File: src/rtl/usb_packet_tx.sv
// USB full-speed packet transmitter: serialises PID, token/payload and CRC LSB-first
// into an embedded J/K line encoder that owns SYNC, bit stuffing, NRZI and EOP.

module usb_jk_encoder (
  input  logic clk,
  input  logic rst,
  input  logic start_i,
  input  logic bit_in_i,
  input  logic last_bit_i,
  output logic bit_ack_o,
  output logic done_o,
  output logic dp_o,
  output logic dn_o
);

  typedef enum logic [1:0] {J_IDLE, J_SYNC, J_DATA, J_EOP} jstate_t;

  jstate_t    st_q, st_d;
  logic [1:0] ph_q, ph_d;
  logic [2:0] idx_q, idx_d;
  logic [2:0] ones_q, ones_d;
  logic       lvl_q, lvl_d;
  logic       se0_q, se0_d;
  logic       last_q, last_d;
  logic       tick;

  // One bit period is four 48 MHz cycles; lvl_q=1 is J.
  assign tick = (ph_q == 2'd3);
  assign dp_o = lvl_q & ~se0_q;
  assign dn_o = ~lvl_q & ~se0_q;

  always_ff @(posedge clk) begin
    if (rst) begin
      st_q   <= J_IDLE;
      ph_q   <= 2'd0;
      idx_q  <= 3'd0;
      ones_q <= 3'd0;
      lvl_q  <= 1'b1;
      se0_q  <= 1'b0;
      last_q <= 1'b0;
    end else begin
      st_q   <= st_d;
      ph_q   <= ph_d;
      idx_q  <= idx_d;
      ones_q <= ones_d;
      lvl_q  <= lvl_d;
      se0_q  <= se0_d;
      last_q <= last_d;
    end
  end

  always_comb begin
    st_d      = st_q;
    ph_d      = (st_q == J_IDLE) ? 2'd0 : ph_q + 2'd1;
    idx_d     = idx_q;
    ones_d    = ones_q;
    lvl_d     = lvl_q;
    se0_d     = se0_q;
    last_d    = last_q;
    bit_ack_o = 1'b0;
    done_o    = 1'b0;
    case (st_q)
      J_IDLE: begin
        if (start_i) begin
          st_d   = J_SYNC;
          idx_d  = 3'd0;
          ones_d = 3'd0;
          last_d = 1'b0;
          lvl_d  = ~lvl_q;
        end
      end
      J_SYNC, J_DATA: begin
        if (tick) begin
          if (st_q == J_SYNC && idx_q != 3'd7) begin
            // SYNC is 0000_0001; its trailing 1 counts toward the stuffing run.
            idx_d = idx_q + 3'd1;
            if (idx_q == 3'd6) begin
              ones_d = 3'd1;
            end else begin
              lvl_d  = ~lvl_q;
              ones_d = 3'd0;
            end
          end else if (ones_q == 3'd6) begin
            st_d   = J_DATA;
            lvl_d  = ~lvl_q;
            ones_d = 3'd0;
          end else if (last_q) begin
            st_d  = J_EOP;
            se0_d = 1'b1;
            idx_d = 3'd0;
          end else begin
            st_d      = J_DATA;
            bit_ack_o = 1'b1;
            last_d    = last_bit_i;
            if (bit_in_i) begin
              ones_d = ones_q + 3'd1;
            end else begin
              lvl_d  = ~lvl_q;
              ones_d = 3'd0;
            end
          end
        end
      end
      J_EOP: begin
        if (tick) begin
          idx_d = idx_q + 3'd1;
          if (idx_q == 3'd1) begin
            se0_d = 1'b0;
            lvl_d = 1'b1;
          end
          if (idx_q == 3'd2) begin
            done_o = 1'b1;
            st_d   = J_IDLE;
          end
        end
      end
      default: st_d = J_IDLE;
    endcase
  end

endmodule

module usb_packet_tx #(
  parameter int MAX_BYTES = 64,
  parameter int CNT_W     = $clog2(MAX_BYTES + 1)
) (
  input  logic             clk48,
  input  logic             reset,
  input  logic             start,
  input  logic [3:0]       pid,
  input  logic [10:0]      token_field,
  input  logic [7:0]       byte_in,
  input  logic             byte_valid,
  input  logic             last_byte,
  output logic             byte_ack,
  output logic             dp,
  output logic             dn,
  output logic             idle,
  output logic             done,
  output logic             err_underrun,
  output logic             err_overflow,
  output logic [CNT_W-1:0] tx_count
);

  typedef enum logic [2:0] {S_IDLE, S_PID, S_TOKEN, S_PAYLOAD, S_CRC, S_WAIT_EOP} state_t;

  state_t           state_q, state_d;
  logic             need_q, need_d;
  logic             last_byte_q, last_byte_d;
  logic [CNT_W-1:0] count_q, count_d;
  logic [4:0]       crc5_q, crc5_d;
  logic [15:0]      crc16_q, crc16_d;
  logic [3:0]       pid_q, pid_d;
  logic [10:0]      tok_q, tok_d;
  logic [7:0]       byte_q, byte_d;
  logic [3:0]       cnt_q, cnt_d;
  logic             bit_q, bit_d;
  logic             lastb_q, lastb_d;
  logic             crc_long_q, crc_long_d;
  logic             jk_start, jk_ack, jk_done, jk_rst;
  logic [7:0]       pid_byte;

  function automatic logic is_token(input logic [3:0] p);
    return (p == 4'b0001) || (p == 4'b1001) || (p == 4'b0101) || (p == 4'b1101);
  endfunction

  function automatic logic is_data(input logic [3:0] p);
    return (p == 4'b0011) || (p == 4'b1011);
  endfunction

  // Reflected (LSB-first) CRC steps, one bit per acknowledged bus bit.
  function automatic logic [4:0] crc5_step(input logic [4:0] c, input logic b);
    return (c >> 1) ^ ((c[0] ^ b) ? 5'h14 : 5'h00);
  endfunction

  function automatic logic [15:0] crc16_step(input logic [15:0] c, input logic b);
    return (c >> 1) ^ ((c[0] ^ b) ? 16'hA001 : 16'h0000);
  endfunction

  assign pid_byte = {~pid_q, pid_q};
  assign jk_rst   = ~reset;
  assign tx_count = count_q;

  usb_jk_encoder u_jk (
    .clk       (clk48),
    .rst       (jk_rst),
    .start_i   (jk_start),
    .bit_in_i  (bit_q),
    .last_bit_i(lastb_q),
    .bit_ack_o (jk_ack),
    .done_o    (jk_done),
    .dp_o      (dp),
    .dn_o      (dn)
  );

  always_ff @(posedge clk48) begin
    if (!reset) begin
      state_q     <= S_IDLE;
      need_q      <= 1'b0;
      last_byte_q <= 1'b0;
      count_q     <= '0;
      crc5_q      <= 5'h00;
      crc16_q     <= 16'h0000;
    end else begin
      state_q     <= state_d;
      need_q      <= need_d;
      last_byte_q <= last_byte_d;
      count_q     <= count_d;
      crc5_q      <= crc5_d;
      crc16_q     <= crc16_d;
    end
  end

  always_ff @(posedge clk48) begin
    pid_q      <= pid_d;
    tok_q      <= tok_d;
    byte_q     <= byte_d;
    cnt_q      <= cnt_d;
    bit_q      <= bit_d;
    lastb_q    <= lastb_d;
    crc_long_q <= crc_long_d;
  end

  always_comb begin
    state_d      = state_q;
    need_d       = need_q;
    last_byte_d  = last_byte_q;
    count_d      = count_q;
    crc5_d       = crc5_q;
    crc16_d      = crc16_q;
    pid_d        = pid_q;
    tok_d        = tok_q;
    byte_d       = byte_q;
    cnt_d        = cnt_q;
    bit_d        = bit_q;
    lastb_d      = lastb_q;
    crc_long_d   = crc_long_q;
    idle         = 1'b0;
    done         = 1'b0;
    byte_ack     = 1'b0;
    err_underrun = 1'b0;
    err_overflow = 1'b0;
    jk_start     = 1'b0;

    case (state_q)
      S_IDLE: begin
        idle = 1'b1;
        if (start) begin
          pid_d    = pid;
          tok_d    = token_field;
          count_d  = '0;
          bit_d    = pid[0];
          lastb_d  = 1'b0;
          cnt_d    = 4'd0;
          jk_start = 1'b1;
          state_d  = S_PID;
        end
      end
      S_WAIT_EOP: begin
        if (jk_done) begin
          done    = 1'b1;
          state_d = S_IDLE;
        end
      end
      default: ;
    endcase

    // The encoder consumed bit_q: account for it and pick the next phase.
    if (jk_ack) begin
      need_d = 1'b1;
      cnt_d  = cnt_q + 4'd1;
      case (state_q)
        S_PID: begin
          if (cnt_q == 4'd7) begin
            if (is_token(pid_q)) begin
              state_d = S_TOKEN;
              cnt_d   = 4'd0;
              crc5_d  = 5'h1F;
            end else if (is_data(pid_q)) begin
              state_d = S_PAYLOAD;
              cnt_d   = 4'd8;
              crc16_d = 16'hFFFF;
            end else begin
              state_d = S_WAIT_EOP;
            end
          end
        end
        S_TOKEN: begin
          crc5_d = crc5_step(crc5_q, bit_q);
          if (cnt_q == 4'd10) begin
            state_d    = S_CRC;
            cnt_d      = 4'd0;
            crc_long_d = 1'b0;
          end
        end
        S_PAYLOAD: begin
          crc16_d = crc16_step(crc16_q, bit_q);
          if (cnt_q == 4'd7) begin
            byte_ack = 1'b1;
            cnt_d    = 4'd8;
            if (last_byte_q) begin
              state_d    = S_CRC;
              cnt_d      = 4'd0;
              crc_long_d = 1'b1;
            end
          end
        end
        S_CRC: begin
          if (cnt_q == (crc_long_q ? 4'd15 : 4'd4)) state_d = S_WAIT_EOP;
        end
        default: ;
      endcase
    end

    // Cycle after an ack: register the next bit onto the encoder input.
    if (need_q) begin
      need_d = 1'b0;
      case (state_q)
        S_PID: begin
          bit_d   = pid_byte[cnt_q[2:0]];
          lastb_d = (cnt_q == 4'd7) && !is_token(pid_q) && !is_data(pid_q);
        end
        S_TOKEN: bit_d = tok_q[cnt_q];
        S_PAYLOAD: begin
          if (cnt_q == 4'd8) begin
            if (byte_valid) begin
              byte_d  = byte_in;
              bit_d   = byte_in[0];
              lastb_d = 1'b0;
              cnt_d   = 4'd0;
              count_d = count_q + CNT_W'(1);
              if (last_byte) begin
                last_byte_d = 1'b1;
              end else if (count_q == CNT_W'(MAX_BYTES - 1)) begin
                last_byte_d  = 1'b1;
                err_overflow = 1'b1;
              end else begin
                last_byte_d = 1'b0;
              end
            end else if (last_byte && count_q == '0) begin
              state_d    = S_CRC;
              cnt_d      = 4'd0;
              crc_long_d = 1'b1;
              bit_d      = ~crc16_q[0];
              lastb_d    = 1'b0;
            end else begin
              // Abort: one closing bit, no CRC, so the receiver sees a bad packet.
              err_underrun = 1'b1;
              state_d      = S_WAIT_EOP;
              bit_d        = 1'b0;
              lastb_d      = 1'b1;
            end
          end else begin
            bit_d = byte_q[cnt_q[2:0]];
          end
        end
        S_CRC: begin
          bit_d   = crc_long_q ? ~crc16_q[cnt_q] : ~crc5_q[cnt_q[2:0]];
          lastb_d = (cnt_q == (crc_long_q ? 4'd15 : 4'd4));
        end
        default: ;
      endcase
    end
  end

endmodule
File: config.mk
export PLATFORM = sky130hd
export DESIGN_NAME = usb_packet_tx
export DESIGN_NICKNAME = d
export VERILOG_FILES = /design/src/rtl/usb_packet_tx.sv
export SDC_FILE = /design/constraint.sdc
export NUM_CORES = 1
export LEC_CHECK = 0
export ABC_AREA = 1
export CAP_MARGIN = 20
export CORE_AREA = 3 3 110 139
export DETAILED_ROUTE_END_ITERATION = 7
export DIE_AREA = 0 0 113 142
export PLACE_DENSITY = 0.48
export SYNTH_ARGS = -nofsm -noshare
export SYNTH_HDL_FRONTEND = slang
export SYNTH_SLANG_ARGS = --single-unit
File: constraint.sdc
create_clock -name clk48 -period 2.73 [get_ports clk48]
set_input_delay 0.546 -clock clk48 [delete_from_list [all_inputs] [get_ports clk48]]
set_output_delay 0.546 -clock clk48 [all_outputs]
set_load 0.02 [all_outputs]
==> run_1/met2.png <==
Drawn at 3 px/micron.
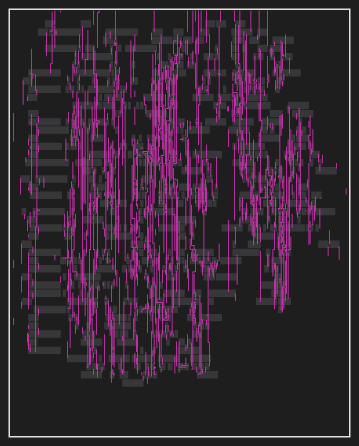
main direction: vertical
longest straight run: 57.8 microns
share of all routed wire: 51%
wire length on this layer: 5,620 microns
nets with wire on the layer: 514
M2 GR Usage: 0.252
drt total wl: 11.0 mm
via count: 3,843

==> run_1/cell_classes.png <==
Drawn at 3 px/micron. Fill, decap, tap and diode cells in grey.
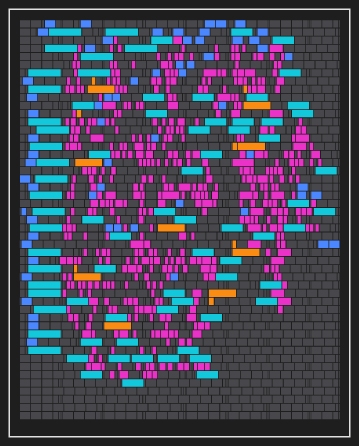
[other buffers and delay cells] blue | cells: 63 | share of their area: 11%
[clock drivers and dummy loads] orange | cells: 16 | share of their area: 5.2%
[all other logic] magenta | cells: 469 | share of their area: 48%
[flops] cyan | cells: 76 | share of their area: 36%
Finished Cell Area: 0.00515 sq mm
Finished Core Util: 0.362

==> run_1/clock_map.png <==
Drawn at 4 px/micron.
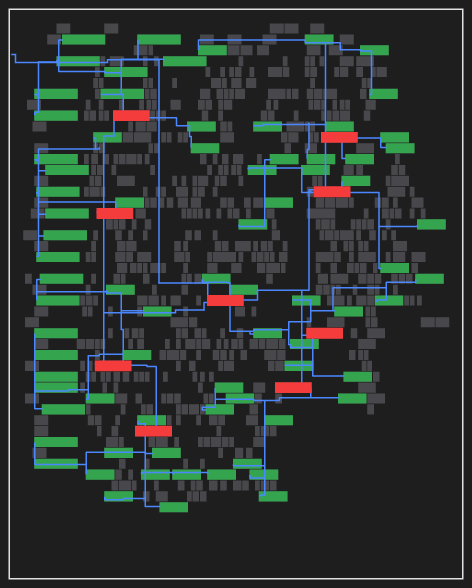
[clock wires] blue | length: 1,180 microns
[flip-flops] green | count: 76
[cells driving clock nets] red | count: 9
routed clock nets: 10

==> run_1/pins.png <==
Drawn at 2 px/micron. Pins as bars across the die edge, other pins in grey.
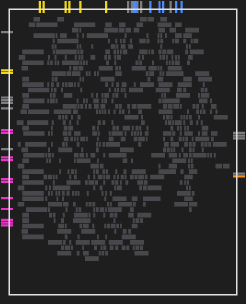
[token_field] magenta | pins: 11 | direction: input | edge: left
[tx_count] blue | pins: 7 | direction: output | edge: top
[byte_in] yellow | pins: 8 | direction: input | edge: 6 top, 2 left
[dn] orange | pins: 1 | direction: output | edge: right

==> Changelog: implementation, run 1 <==
### Changed

- Die ar.: 0.0160 sq mm
- Placed Cells: 786
- HP Start: u_jk.ph_q[0]$_SDFF_PP0_
- Post-route ant nets: 0
- Setup TNS: 0 ps
- Setup Fix Bufs, Post-CTS: 0
- Met3 WL: 291 microns
- Max cap viols: 0
- Post-cts hold buffer count: 0
- M1 WL: 4.93 mm
- ClkCell Share: 0.0495
- Yosys adder share: 0.0478
- Fmax achieved: 396 MHz
- Delay-heaviest family, CP: simple AND/OR/NAND/NOR gates
- Yosys reg bits: 76
- CP max FO: 4
- Yosys cell types: 43
- Tap cells: 178
- Total global routing track utilization: 0.143
- GP Congestion: 0.924
- Non-Clock Inverter Count: 70
- PD cells: 615 mW/mm^2
- Area leader share: 0.253
- Post-synth EDFFs: 23
- NonClk Buf Share: 0.110
- Main power group: sequential cells
- Detail Placement HPWL: 8.22 mm
- Largest register FFs: 16
- OpenROAD warnings: 35
- Final setup vio count: 0
- Fraction of registers with async set or reset after synthesis: 0
- Internal power: 2.16 mW
- Highest routed layer: met4
- WP buf/inv: 3
- And+or+nand+nor area frac: 0.259
- Critical Path Source Type: flop
- Outcome: finished clean
- Nonclk buf count: 63
- Clock root buffer: clkbuf_16
- Dpl ws: 113 ps
- Leak Pwr: 2.17 nW
- Switching share of power: 0.317
- Syn nets: 606
- Ao+oa area frac: 0.176
- Clock group: 1.06 mW
- Drt drc: 0
- GR Util met1: 0.172
- Yosys cell count: 562
--- run 2 (diff from run 1) ---
==> constraint.sdc (replaced) <==
create_clock -name clk48 -period 2.98 [get_ports clk48]
set_input_delay 0.596 -clock clk48 [delete_from_list [all_inputs] [get_ports clk48]]
set_output_delay 0.596 -clock clk48 [all_outputs]
set_load 0.02 [all_outputs]
==> Changelog: implementation, run 2 <==
### Changed

- HP Start: u_jk.ph_q[0]$_SDFF_PP0_
- Largest register FFs: 16 (unchanged)
- Drt total wl: 10.8 mm (-1.8%)
- Delay-heaviest family, CP: buffers and inverters
- Leak Pwr: 2.16 nW (-0.33%)
- Finished Core Util: 0.360 (-0.00211)
- Clock root buffer: clkbuf_16
- PD cells: 574 mW/mm^2 (-6.8%)
- Dpl ws: 292 ps (+179 ps)
- Highest routed layer: met4
- GP Congestion: 0.919 (-0.51%)
- Yosys adder share: 0.0478 (unchanged)
- Fmax achieved: 353 MHz
- WP buf/inv: 1 (-2)
- Placed Cells: 778 (-1.0%)
- Syn nets: 606 (unchanged)
- CP max FO: 7 (+3)
- Die ar.: 0.0160 sq mm (unchanged)
- Tap cells: 178 (unchanged)
- Drt drc: 0 (unchanged)
- OpenROAD warnings: 35 (unchanged)
- Internal power: 2.02 mW (-6.9%)
- Main power group: sequential cells
- Final setup vio count: 0 (unchanged)
- Total global routing track utilization: 0.145 (+0.00164)
- GR Util met1: 0.174 (+0.00173)
- Finished Cell Area: 0.00512 sq mm (-0.58%)
- Outcome: finished clean
- Via count: 3,806 (-0.96%)
- Switching share of power: 0.314 (-0.00320)
- Detail Placement HPWL: 8.15 mm (-0.87%)
==> run_2/pins.png <==
Drawn at 2 px/micron. Pins as bars across the die edge, other pins in grey.
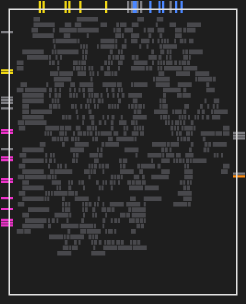
[tx_count] blue | pins: 7 | direction: output | edge: top
[byte_in] yellow | pins: 8 | direction: input | edge: 6 top, 2 left
[token_field] magenta | pins: 11 | direction: input | edge: left
[dn] orange | pins: 1 | direction: output | edge: right
all pins by edge: 19 left, 18 top, 5 right

==> run_2/clock_map.png <==
Drawn at 4 px/micron.
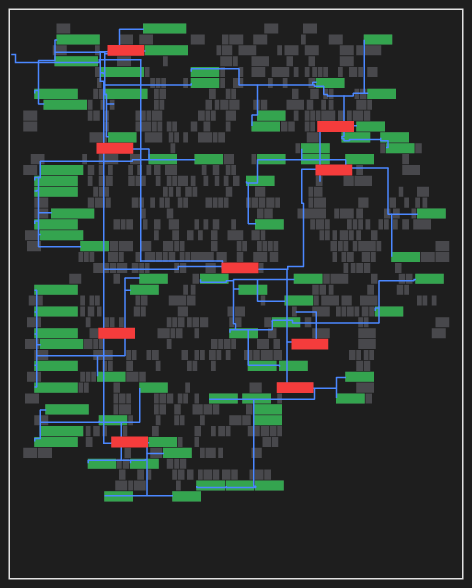
[clock wires] blue | length: 1,140 microns
[cells driving clock nets] red | count: 9
[flip-flops] green | count: 76
routed clock nets: 10
flops lie: spread over the die

--- run 3 (diff from run 2) ---
--- a/config.mk
+++ b/config.mk
@@ -7,10 +7,11 @@
 export LEC_CHECK = 0
 export ABC_AREA = 1
 export CAP_MARGIN = 20
-export CORE_AREA = 3 3 110 139
+export CORE_AREA = 3 3 91 114
 export DETAILED_ROUTE_END_ITERATION = 7
-export DIE_AREA = 0 0 113 142
-export PLACE_DENSITY = 0.48
+export DIE_AREA = 0 0 94 117
+export PLACE_DENSITY = 0.65
+export REMOVE_ABC_BUFFERS = 1
 export SYNTH_ARGS = -nofsm -noshare
 export SYNTH_HDL_FRONTEND = slang
 export SYNTH_SLANG_ARGS = --single-unit
==> Changelog: implementation, run 3 <==
### Changed

- Register share of the cell area: 0.347
- Synth Area per Inst: 7.45 sq um
- Setup crit end kind: output port
- PD cells: 588 mW/mm^2 (+2.6%)
- Leak Pwr: 2.14 nW (-1.1%)
- Layout clock buffer count: 10
- OpenROAD warnings: 34 (-2.9%)
- GP Congestion: 0.933 (+1.5%)
- Sequential cell area: 0.00175 sq mm
- Detail Placement HPWL: 7.82 mm (-4.0%)
- Switching share of power: 0.311 (-0.00330)
- Total global routing track utilization: 0.203 (+0.0578)
- Largest net degree at the start of global routing: 26
- Drt total wl: 10.5 mm (-3.1%)
- Comb pwr: 0.730 mW
- Finished Core Util: 0.545 (+0.185)
- Outcome: finished clean
- Tap cells: 123 (-31%)
- Fmax achieved: 353 MHz (+0.15%)
- # rows: 39
- Final setup vio count: 0 (unchanged)
- Die ar.: 0.0110 sq mm (-31%)
- Core Util at FP: 0.452
- Internal power: 2.05 mW (+1.6%)
- R2R Path Start: u_jk.st_q[0]$_SDFFE_PN0P_
- Highest routed layer: met4
- Placed Cells: 722 (-7.2%)
- Dpl ws: 274 ps (-17.9 ps)
- Main power group: sequential cells
- GR Util met1: 0.251 (+0.0766)
- Drt drc: 0 (unchanged)
- WP buf/inv: 1 (unchanged)
- Finished Cell Area: 0.00505 sq mm (-1.4%)
- Fin worst setup slack: 149 ps
- Yosys adder share: 0.0478 (unchanged)
- Via count: 3,897 (+2.4%)
- CP max FO: 7 (unchanged)
- Delay-heaviest family, CP: buffers and inverters
- Routed WL per cell: 14.2 microns
- Core Box Area: 0.00927 sq mm
- HP Start: u_jk.ph_q[0]$_SDFF_PP0_
==> run_3/met2.png <==
Drawn at 3 px/micron.
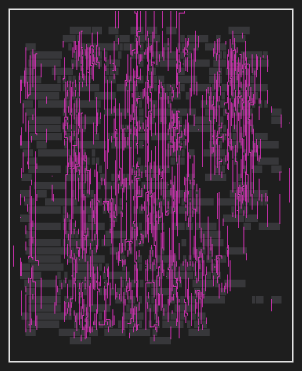
longest straight run: 45.0 microns
nets with wire on the layer: 520
wire length on this layer: 5,170 microns

==> run_3/pins.png <==
Drawn at 2 px/micron. Pins as bars across the die edge, other pins in grey.
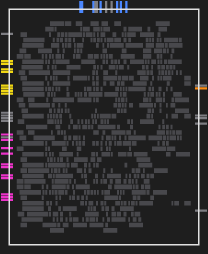
[byte_in] yellow | pins: 8 | direction: input | edge: left
[token_field] magenta | pins: 11 | direction: input | edge: left
[dn] orange | pins: 1 | direction: output | edge: right
[tx_count] blue | pins: 7 | direction: output | edge: top
all pins by edge: 25 left, 11 top, 6 right

No activity file was given, so power comes from the tool's default toggle rates.
